### config.mk
export PLATFORM = sky130hd
export DESIGN_NAME = arc4_key_search_flat
export DESIGN_NICKNAME = d
export VERILOG_FILES = /design/src/rtl/arc4_key_search_pkg.sv /design/src/rtl/arc4_key_search_if.sv /design/src/rtl/arc4_key_search_pt_printable_mon.sv /design/src/rtl/arc4_key_search.sv /design/src/flat_wrapper.sv
export SDC_FILE = /design/constraint.sdc
export NUM_CORES = 1
export LEC_CHECK = 0
export ABC_AREA = 1
export CAP_MARGIN = 20
export CORE_AREA = 2 2 96 98
export DETAILED_ROUTE_END_ITERATION = 16
export DIE_AREA = 0 0 98 100
export DONT_BUFFER_PORTS = 1
export HOLD_SLACK_MARGIN = 0.1
export PLACE_DENSITY = 0.62
export SYNTH_ARGS = -nofsm -noshare
export SYNTH_HDL_FRONTEND = slang
export SYNTH_SLANG_ARGS = --single-unit
export TNS_END_PERCENT = 100
### constraint.sdc
create_clock -name clk -period 4.2 [get_ports clk]
set_input_delay 0.42 -clock clk [delete_from_list [all_inputs] [get_ports clk]]
set_output_delay 0.42 -clock clk [all_outputs]
set_load 0.02 [all_outputs]
### src/rtl/arc4_key_search_pkg.sv
// Shared types and constants for the arc4 brute-force key search block.
package arc4_key_search_pkg;

  typedef logic [23:0] arc4_key_t;

  localparam logic [7:0] PRINT_LO = 8'h20;
  localparam logic [7:0] PRINT_HI = 8'h7E;

  typedef enum logic [2:0] {
    IDLE,
    LAUNCH,
    WAIT_BUSY,
    RUN,
    JUDGE,
    DONE
  } ks_state_t;

endpackage

### src/rtl/arc4_key_search_if.sv
// Control, arc4-side and plaintext-snoop signals of the key searcher, bundled.
// Handshakes: en is sampled only while rdy=1; arc_en is a one-cycle start taken when arc_rdy=1,
// and the core acknowledges by dropping arc_rdy, raising it again when its run is finished.
interface arc4_key_search_if;
  logic                            en;
  logic                            rdy;
  logic                            key_valid;
  arc4_key_search_pkg::arc4_key_t  key;
  logic                            arc_en;
  logic                            arc_rdy;
  arc4_key_search_pkg::arc4_key_t  arc_key;
  logic                            pt_wren;
  logic [7:0]                      pt_addr;
  logic [7:0]                      pt_wrdata;
  arc4_key_search_pkg::ks_state_t  state;

  modport master (
    input  en, arc_rdy, pt_wren, pt_addr, pt_wrdata,
    output rdy, key_valid, key, arc_en, arc_key, state
  );

  modport slave (
    output en, arc_rdy, pt_wren, pt_addr, pt_wrdata,
    input  rdy, key_valid, key, arc_en, arc_key, state
  );
endinterface

### src/rtl/arc4_key_search_pt_printable_mon.sv
// Watches arc4 plaintext writes for one run and flags any non-printable message byte.
module pt_printable_mon
  import arc4_key_search_pkg::*;
(
  input  logic       clk,
  input  logic       rst,
  input  logic       clear,
  input  logic       active,
  input  logic       pt_wren,
  input  logic [7:0] pt_addr,
  input  logic [7:0] pt_wrdata,
  output logic       bad
);

  logic [7:0] len;

  // Address 0 carries the message length and is never range-checked itself.
  always_ff @(posedge clk) begin
    if (rst || clear) begin
      len <= 8'h00;
      bad <= 1'b0;
    end else if (active && pt_wren) begin
      if (pt_addr == 8'h00) begin
        len <= pt_wrdata;
      end else if (pt_addr <= len && (pt_wrdata < PRINT_LO || pt_wrdata > PRINT_HI)) begin
        bad <= 1'b1;
      end
    end
  end

endmodule

### src/rtl/arc4_key_search.sv
// Brute-force key search sequencer: steps candidate keys through one arc4 core and accepts
// the first key whose decrypted message is entirely printable ASCII.
module arc4_key_search
  import arc4_key_search_pkg::*;
#(
  parameter arc4_key_t KEY_START = 24'h000000,
  parameter arc4_key_t KEY_STEP  = 24'h000001,
  parameter arc4_key_t KEY_LAST  = 24'hFFFFFF
) (
  input  logic               clk,
  input  logic               rst,
  arc4_key_search_if.master  bus
);

  ks_state_t state_q, state_d;
  logic      bad;
  logic      launch_fire;
  logic      judge_stop;
  arc4_key_t next_key;

  assign next_key   = bus.arc_key + KEY_STEP;
  // Stop on an exact hit of KEY_LAST, or when the step wraps past the top of the key space.
  assign judge_stop = (bus.arc_key == KEY_LAST) || (next_key < bus.arc_key);

  always_ff @(posedge clk) begin
    if (rst) state_q <= IDLE;
    else     state_q <= state_d;
  end

  always_comb begin
    state_d = state_q;
    case (state_q)
      IDLE:      if (bus.en)       state_d = LAUNCH;
      LAUNCH:    if (bus.arc_rdy)  state_d = WAIT_BUSY;
      WAIT_BUSY: if (!bus.arc_rdy) state_d = RUN;
      RUN:       if (bus.arc_rdy)  state_d = JUDGE;
      JUDGE:     state_d = (!bad || judge_stop) ? DONE : LAUNCH;
      DONE:      state_d = IDLE;
      default:   state_d = IDLE;
    endcase
  end

  always_comb begin
    launch_fire = (state_q == LAUNCH) && bus.arc_rdy;
    bus.rdy     = (state_q == IDLE);
    bus.arc_en  = launch_fire;
    bus.state   = state_q;
  end

  always_ff @(posedge clk) begin
    if (rst) begin
      bus.key_valid <= 1'b0;
      bus.key       <= '0;
      bus.arc_key   <= KEY_START;
    end else begin
      case (state_q)
        IDLE: begin
          if (bus.en) begin
            bus.key_valid <= 1'b0;
            bus.key       <= '0;
            bus.arc_key   <= KEY_START;
          end
        end
        JUDGE: begin
          if (!bad) begin
            bus.key       <= bus.arc_key;
            bus.key_valid <= 1'b1;
          end else if (judge_stop) begin
            bus.key_valid <= 1'b0;
          end else begin
            bus.arc_key   <= next_key;
          end
        end
        default: ;
      endcase
    end
  end

  pt_printable_mon u_mon (
    .clk       (clk),
    .rst       (rst),
    .clear     (launch_fire),
    .active    (state_q == RUN),
    .pt_wren   (bus.pt_wren),
    .pt_addr   (bus.pt_addr),
    .pt_wrdata (bus.pt_wrdata),
    .bad       (bad)
  );

endmodule

### src/flat_wrapper.sv
// flat-port wrapper written by rule: the top's interface ports become plain ports
module arc4_key_search_flat import arc4_key_search_pkg::*;
#(
  parameter arc4_key_t KEY_START = 24'h000000,
  parameter arc4_key_t KEY_STEP  = 24'h000001,
  parameter arc4_key_t KEY_LAST  = 24'hFFFFFF
)
  (clk, rst, bus_en, bus_arc_rdy, bus_pt_wren, bus_pt_addr, bus_pt_wrdata, bus_rdy, bus_key_valid, bus_key, bus_arc_en, bus_arc_key, bus_state);
  arc4_key_search_if bus_i ();
  input  logic clk;
  input  logic rst;
  input wire logic [$bits(bus_i.en)-1:0] bus_en;
  input wire logic [$bits(bus_i.arc_rdy)-1:0] bus_arc_rdy;
  input wire logic [$bits(bus_i.pt_wren)-1:0] bus_pt_wren;
  input wire logic [$bits(bus_i.pt_addr)-1:0] bus_pt_addr;
  input wire logic [$bits(bus_i.pt_wrdata)-1:0] bus_pt_wrdata;
  output wire logic [$bits(bus_i.rdy)-1:0] bus_rdy;
  output wire logic [$bits(bus_i.key_valid)-1:0] bus_key_valid;
  output wire logic [$bits(bus_i.key)-1:0] bus_key;
  output wire logic [$bits(bus_i.arc_en)-1:0] bus_arc_en;
  output wire logic [$bits(bus_i.arc_key)-1:0] bus_arc_key;
  output wire logic [$bits(bus_i.state)-1:0] bus_state;
  assign bus_i.en = bus_en;
  assign bus_i.arc_rdy = bus_arc_rdy;
  assign bus_i.pt_wren = bus_pt_wren;
  assign bus_i.pt_addr = bus_pt_addr;
  assign bus_i.pt_wrdata = bus_pt_wrdata;
  assign bus_rdy = bus_i.rdy;
  assign bus_key_valid = bus_i.key_valid;
  assign bus_key = bus_i.key;
  assign bus_arc_en = bus_i.arc_en;
  assign bus_arc_key = bus_i.arc_key;
  assign bus_state = bus_i.state;
  arc4_key_search #(.KEY_START(KEY_START), .KEY_STEP(KEY_STEP), .KEY_LAST(KEY_LAST)) u_core (.clk(clk), .rst(rst), .bus(bus_i));
endmodule
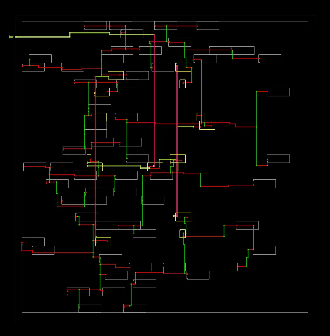
Figure 1: run 1, clock wiring as the flow saved it.
clock latency on the worst-skew pair: 0.34 ns
CTS Buf Count: 9

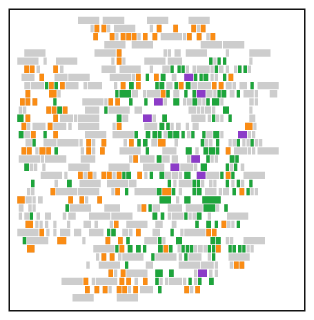
Figure 2: run 1, gate-type map.
Scale: 3 px per um.
xor and xnor cells: marked purple, cells 9, most used xnor2_1. aoi and oai cells: marked orange, cells 111, most used a21oi_1, where all over the die. nand cells: marked green, cells 154, most used nand2_1.
Comb area share: 0.550
Non-Filler Instances: 701
Top cell excl fill/tap: nor2_1

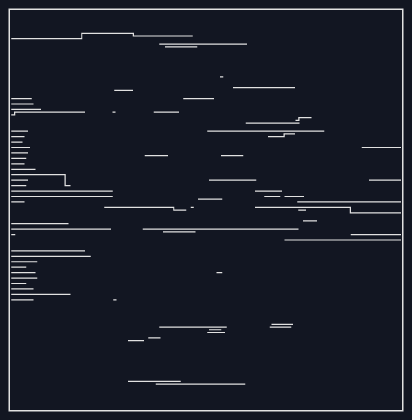
Figure 3: run 1, met3 routing.
Scale: 4 px per um.
The wires run mostly horizontal. The longest straight run is 38.6 um. 55 nets have wire on it. The layer holds 7.4% of the routed length. The layer carries 747 um of wire.

==> summary.txt, run 1 <==
status - complete, no violations
synthesis area per yosys - 0.00385 mm2
Logic area - 0.00228 mm2
CLK BUF - 11
Startpoint Class - flip-flop
ANT nets after route - 0
Core Util, Final - 0.466
relative slew slack - 0.589
Hold/Removal Path Class - input pin to flip-flop
Mapped Nets - 627
Non-clock buffers - 11
Setup violations, final - 0
Gate Count Post-Synth - 585
Yosys cell types - 38
GRT overflow - 0
placed cell count - 685
most frequent CP cell - nand2_1
yosys warns - 0
worst vdd ir - 0.611 mV
CTS tree - built
drt pass-1 iters - 4
share of cells above drive strength 1 - 0.103
FP Core Util - 0.433
Crit path max-delay family - simple AND/OR/NAND/NOR gates
Lkg Pwr - 1.80 nW
WP buf/inv - 3
Die H - 100 um
post-CTS resize count - 0
Worst R2R Setup Slack - 0.47 ns
skew final - 0.0155 ns
cell count listed in synth_stat.txt - 585
# Post-CTS Setup Buffers - 0
most instantiated cells after synthesis - nor2_1, nand2_1, a21oi_1
dominant logic cell types in the final layout - nor2_1, nand2_1, inv_1, a21oi_1, dfxtp_1
Clock transition at path regs - 0.07 ns
initial drt markers - 262
Tapcells - 111
GR Util met2 - 0.329
fin area - 0.00415 mm2
CTS max path bufs - 2
DR WL met3 - 747 um
initial antenna violation count - 0
Post-synth EDFFs - 0
TNS Setup - 0 ns
cts hold-fix bufs - 0
first-pass GRT wire length - 16.8 mm
I/O pins - 75
DRC - 0
placed inst area - 0.00396 mm2
slowest stage cell, crit path - dfxtp_1
GR met1 Demand/Resource - 0.293
via count - 3691
RD Place Congestion - 0.924
Critical Path Sink Type - flip-flop
Clock-cell share - 0.0401
H-tree lvl count - 3
most numerous cell in the Yosys netlist - nor2_1
row cnt - 35
Die Span X - 98 um
Reg area - 0.00122 mm2
metal2 WL - 4.42 mm
final period demand of the worst path - 3.73 ns
HP Start - rst
Worst Reg2Reg Path Length in Cells - 23
-- run 1: cells by family (layout without fill, tap and decap cells) --
kind of cell               after synthesis  count (layout)  share of synthesized area
adders and majority gates               21              21                     0.0683
DFF                                     61              61                      0.317
and+or+nand+nor                        296             296                      0.352
xor gates and xnor gates                 9               9                     0.0205
buffers and inverters                   87              92                     0.0920
AOI/OAI and AO/OA                      111             111                      0.150
-- run 1: report_power, final --
part	leakage (nW)	switching, mW	internal [mW]
Sequential	0.501	0.410	0.777
Combinational	1.22	0.882	0.456
Clock	0.0812	0.241	0.225
-- run 1: flip-flops by register name, indices dropped and copies added (netlist names) --
register	flops
u_core.bus.arc_key	24
u_core.bus.key	24
u_core.u_mon.len	8
u_core.bus.state	3
u_core.bus.key_valid	1
u_core.u_mon.bad	1
--- run 2 (diff from run 1) ---
Settings changed: ABC_CLOCK_PERIOD_IN_PS from default to 4200.
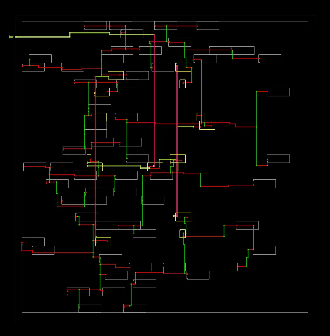
Figure 4: run 2, clock wiring as the flow saved it.
skew final: 0.0155 ns
CLK BUF: 11
Clk. pwr: 466 uW
seq_cells: 61

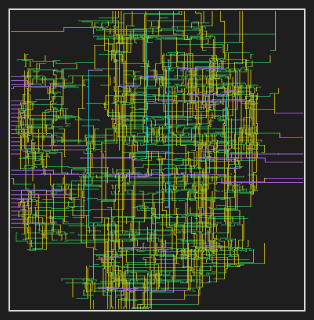
Figure 5: run 2, routed metal, one colour a layer.
Scale: 3 px per um.
M4: marked cyan, wire length 166 um. M2: marked yellow, wire length 4420 um. M1: marked green, wire length 4810 um. M3: marked purple, wire length 747 um.

==> run 2 against run 1 <==
Net effect: largest power group unchanged; critical endpoint unchanged; critical path type unchanged; worst setup slack is the same; clock skew unchanged; register-to-register slack is essentially flat; combinational power hardly changed.
==> summary.txt, run 2 <==
GR Util met2 - 0.329
Die Span X - 98 um
relative slew slack - 0.589
Top non-seq family - simple AND/OR/NAND/NOR gates
first-pass GRT wire length - 16.8 mm
initial antenna violation count - 0
clock share of power - 0.156
status - complete, no violations
AND-OR/OR-AND Cells, Area Fraction - 0.150
RD Place Congestion - 0.924
Worst R2R Setup Slack - 0.47 ns
comb pwr - 1.34 mW
CTS tree - built
CTS Buf Count - 9
XOR Share, Synth - 0.0205
Clock transition at path regs - 0.07 ns
cts hold-fix bufs - 0
TNS Setup - 0 ns
Logic area - 0.00228 mm2
Mapped Nets - 627
clock latency on the worst-skew pair - 0.34 ns
combinational share of power - 0.447
synthesis area per yosys - 0.00385 mm2
placed inst area - 0.00396 mm2
yosys warns - 0
Synth mux share - 0
most numerous cell in the Yosys netlist - nor2_1
final period demand of the worst path - 3.73 ns
worst vdd ir - 0.611 mV
Pwr top - combinational logic
Reg area - 0.00122 mm2
fmax - 268 MHz
Non-clock buffers - 11
DRC - 0
Lkg Pwr - 1.80 nW
Psw - 1.53 mW
post-CTS resize count - 0
HP Start - rst
Adder Area Share - 0.0683
drt pass-1 iters - 4
share of cells above drive strength 1 - 0.103
# Post-CTS Setup Buffers - 0
Worst Reg2Reg Path Length in Cells - 23
WL final - 10.2 mm
row cnt - 35
GR met1 Demand/Resource - 0.293
Post-synth EDFFs - 0
Non-Filler Instances - 701
Top cell excl fill/tap - nor2_1
H-tree lvl count - 3
Critical Path Sink Type - flip-flop
Int Pwr - 1.46 mW
most instantiated cells after synthesis - nor2_1, nand2_1, a21oi_1
GRT overflow - 0
Comb area share - 0.550
post-synthesis simple-gate area fraction - 0.352
placed cell count - 685
Yosys cell types - 38
Clock-cell share - 0.0401
Tapcells - 111
metal2 WL - 4.42 mm
-- run 2: cell counts in the layout (fill, tap and decap cells not counted) --
Identical to the previous run, type by type.
-- run 2: worst max-delay path: stages (launching register included) --
cell and delay [ns]:
dfxtp_1 0.57, nand2_1 0.24, nor2_8 0.20, inv_2 0.06, nor3_4 0.15, nand4_1 0.13
inv_2 0.10, nand2_2 0.07, nor2_2 0.12, inv_1 0.07, nor4_1 0.18, ha_1 0.30
xnor2_1 0.13, a21oi_1 0.20, nand3_1 0.10, nor2_1 0.11, nand2_1 0.06, nand2_1 0.07
nand2_2 0.08, nand2_4 0.26, nand2_4 0.21, nand2_1 0.10, nand2_1 0.05, nor2_1 0.09
--- run 3 (diff from run 2) ---
Settings changed: ABC_CLOCK_PERIOD_IN_PS 4200 to 3400, CAP_MARGIN 20 to default, PLACE_DENSITY 0.62 to 0.64.
Clock period 4.2 ns to 3.4 ns, I/O delays scaled along.
==> run 3 against run 2 <==
Net effect: power is 30% higher; first-iteration DRC count decreased by 18%; area after synthesis did not move; final area rose by 4.0%; combinational power grew about 40%; global-route usage rose by 0.49 points; clock power rose by 41%; clock-buffer cell count up 1; critical endpoint is now u_core.bus.arc_key[1]$_SDFFE_PP0P_; synthesized cell count unchanged; via count is 4.4% higher; highest routed layer unchanged; flip-flop count is the same; non-clock buffer count increased by 15.
==> summary.txt, run 3 <==
switch share - 0.496
combinational share of power - 0.482
sequential power - 1.35 mW
placed inst area - 0.00409 mm2
Lkg Pwr - 1.90 nW
Worst Reg2Reg Path Length in Cells - 21
drt pass-1 iters - 6
cell count listed in synth_stat.txt - 585
initial drt markers - 216
comb pwr - 1.87 mW
CTS tree - built
largest net degree at the start of global routing - 37
ANT nets after route - 0
clock share of power - 0.169
DR WL met3 - 763 um
Gate Count Post-Synth - 585
final period demand of the worst path - 3.10 ns
Yosys top cell area share - 0.317
skew final - 0.0106 ns
yosys warns - 0
met3 usage - 0.0522
Core Util, Final - 0.485
worst vdd ir - 0.578 mV
hold path cells - 2
relative slew slack - 0.573
row cnt - 35
Clk. pwr - 656 uW
placed cell count - 700
clock latency on the worst-skew pair - 0.34 ns
Top cell excl fill/tap - nor2_1
Logic area - 0.00230 mm2
area grow syn2layout - 12.1%
pre-CTS WS - 0.229 ns
port bufs - 0
fin area - 0.00431 mm2
Comb area share - 0.534
CLK BUF - 12
DRC - 0
HP Start - bus_pt_wrdata[0]
fmax - 322 MHz
Setup violations, final - 0
Critical Path Sink Type - flip-flop
Psw - 1.93 mW
GR met1 Demand/Resource - 0.292
Yosys cell types - 38
capturing point of the worst reg2reg path - u_core.bus.arc_key[1]$_SDFFE_PP0P_
most instantiated cells after synthesis - nor2_1, nand2_1, a21oi_1
RD Place Congestion - 0.955
Reg area - 0.00122 mm2
post-CTS resize count - 0
first-pass GRT wire length - 17.4 mm
most numerous cell in the Yosys netlist - nor2_1
TNS Setup - 0 ns
Clock transition at path regs - 0.07 ns
n_diodes - 0
GRT overflow - 0
Crit Path Max Fanout - 30
initial antenna violation count - 0
# Post-CTS Setup Buffers - 0
final hold slack - 0.173 ns
Non-clock buffers - 26
cts hold-fix bufs - 1
Final nets - 643
metal2 WL - 4.70 mm
Mapped Nets - 627
status - complete, no violations
Worst R2R Setup Slack - 0.30 ns
H-tree lvl count - 3
Die Span X - 98 um
Tapcells - 111
Startpoint Class - flip-flop
Non-Filler Instances - 717
Clock-cell share - 0.0447
seq_cells - 61
dominant logic cell types in the final layout - nor2_1, nand2_1, inv_1, dfxtp_1, a21oi_1
top flop regs - u_core.bus.arc_key (24), u_core.bus.key (24), u_core.u_mon.len (8)
CTS Buf Count - 9
Post-synth EDFFs - 0
CTS max path bufs - 2
sequential power share - 0.349
Pwr top - combinational logic
Hold/Removal Path Class - input pin to flip-flop
Int Pwr - 1.95 mW
pwr dens - 900 mW/mm2
share of cells above drive strength 1 - 0.129
synthesis area per yosys - 0.00385 mm2
Die H - 100 um
I/O pins - 75
GR Util met2 - 0.344
FP Core Util - 0.433
-- run 3: kinds of logic after synthesis --
logic type	after synthesis	synth area share
AND-OR/OR-AND	111	0.150
AND/OR/NAND/NOR	296	0.352
flip-flops	61	0.317
XOR/XNOR	9	0.0205
adder cells (fa/ha/maj)	21	0.0683
buffers and inverters	87	0.0920
-- run 3: critical path: stages (launching register included) --
cell and delay, ns:
dfxtp_1 0.35, nand2_2 0.12, nor2_8 0.19, inv_2 0.06, nor3_4 0.14, nand4_1 0.13
inv_2 0.09, nand2_2 0.07, nor2_2 0.10, inv_1 0.08, nor4_2 0.14, ha_1 0.29
xnor2_1 0.19, a21oi_2 0.07, nor2b_1 0.14, a21oi_1 0.18, nand2_1 0.09, nand2_2 0.09
nand2_4 0.07, buf_12 0.18, a21oi_1 0.14, nor2_1 0.06
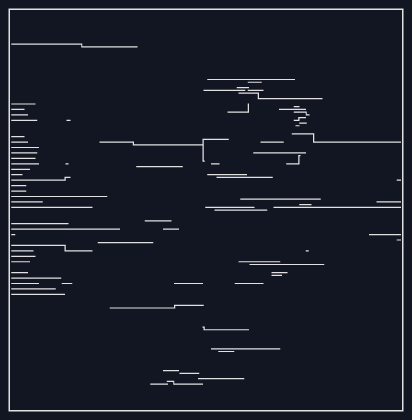
Figure 6: run 3, met3 routing.
Scale: 4 px per um.
WL final: 10.4 mm
via count: 3854

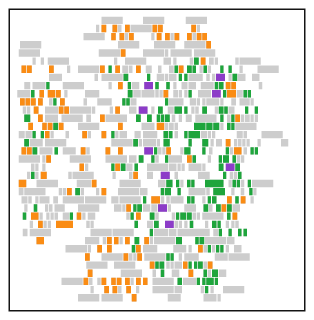
Figure 7: run 3, gate-type map.
Scale: 3 px per um.
xor and xnor cells: marked purple, cells 9, most used xnor2_1. nand cells: marked green, cells 154, most used nand2_1. aoi and oai cells: marked orange, cells 111, most used a21oi_1.

Power figures rest on the tool's default switching activity, not on a simulated workload.
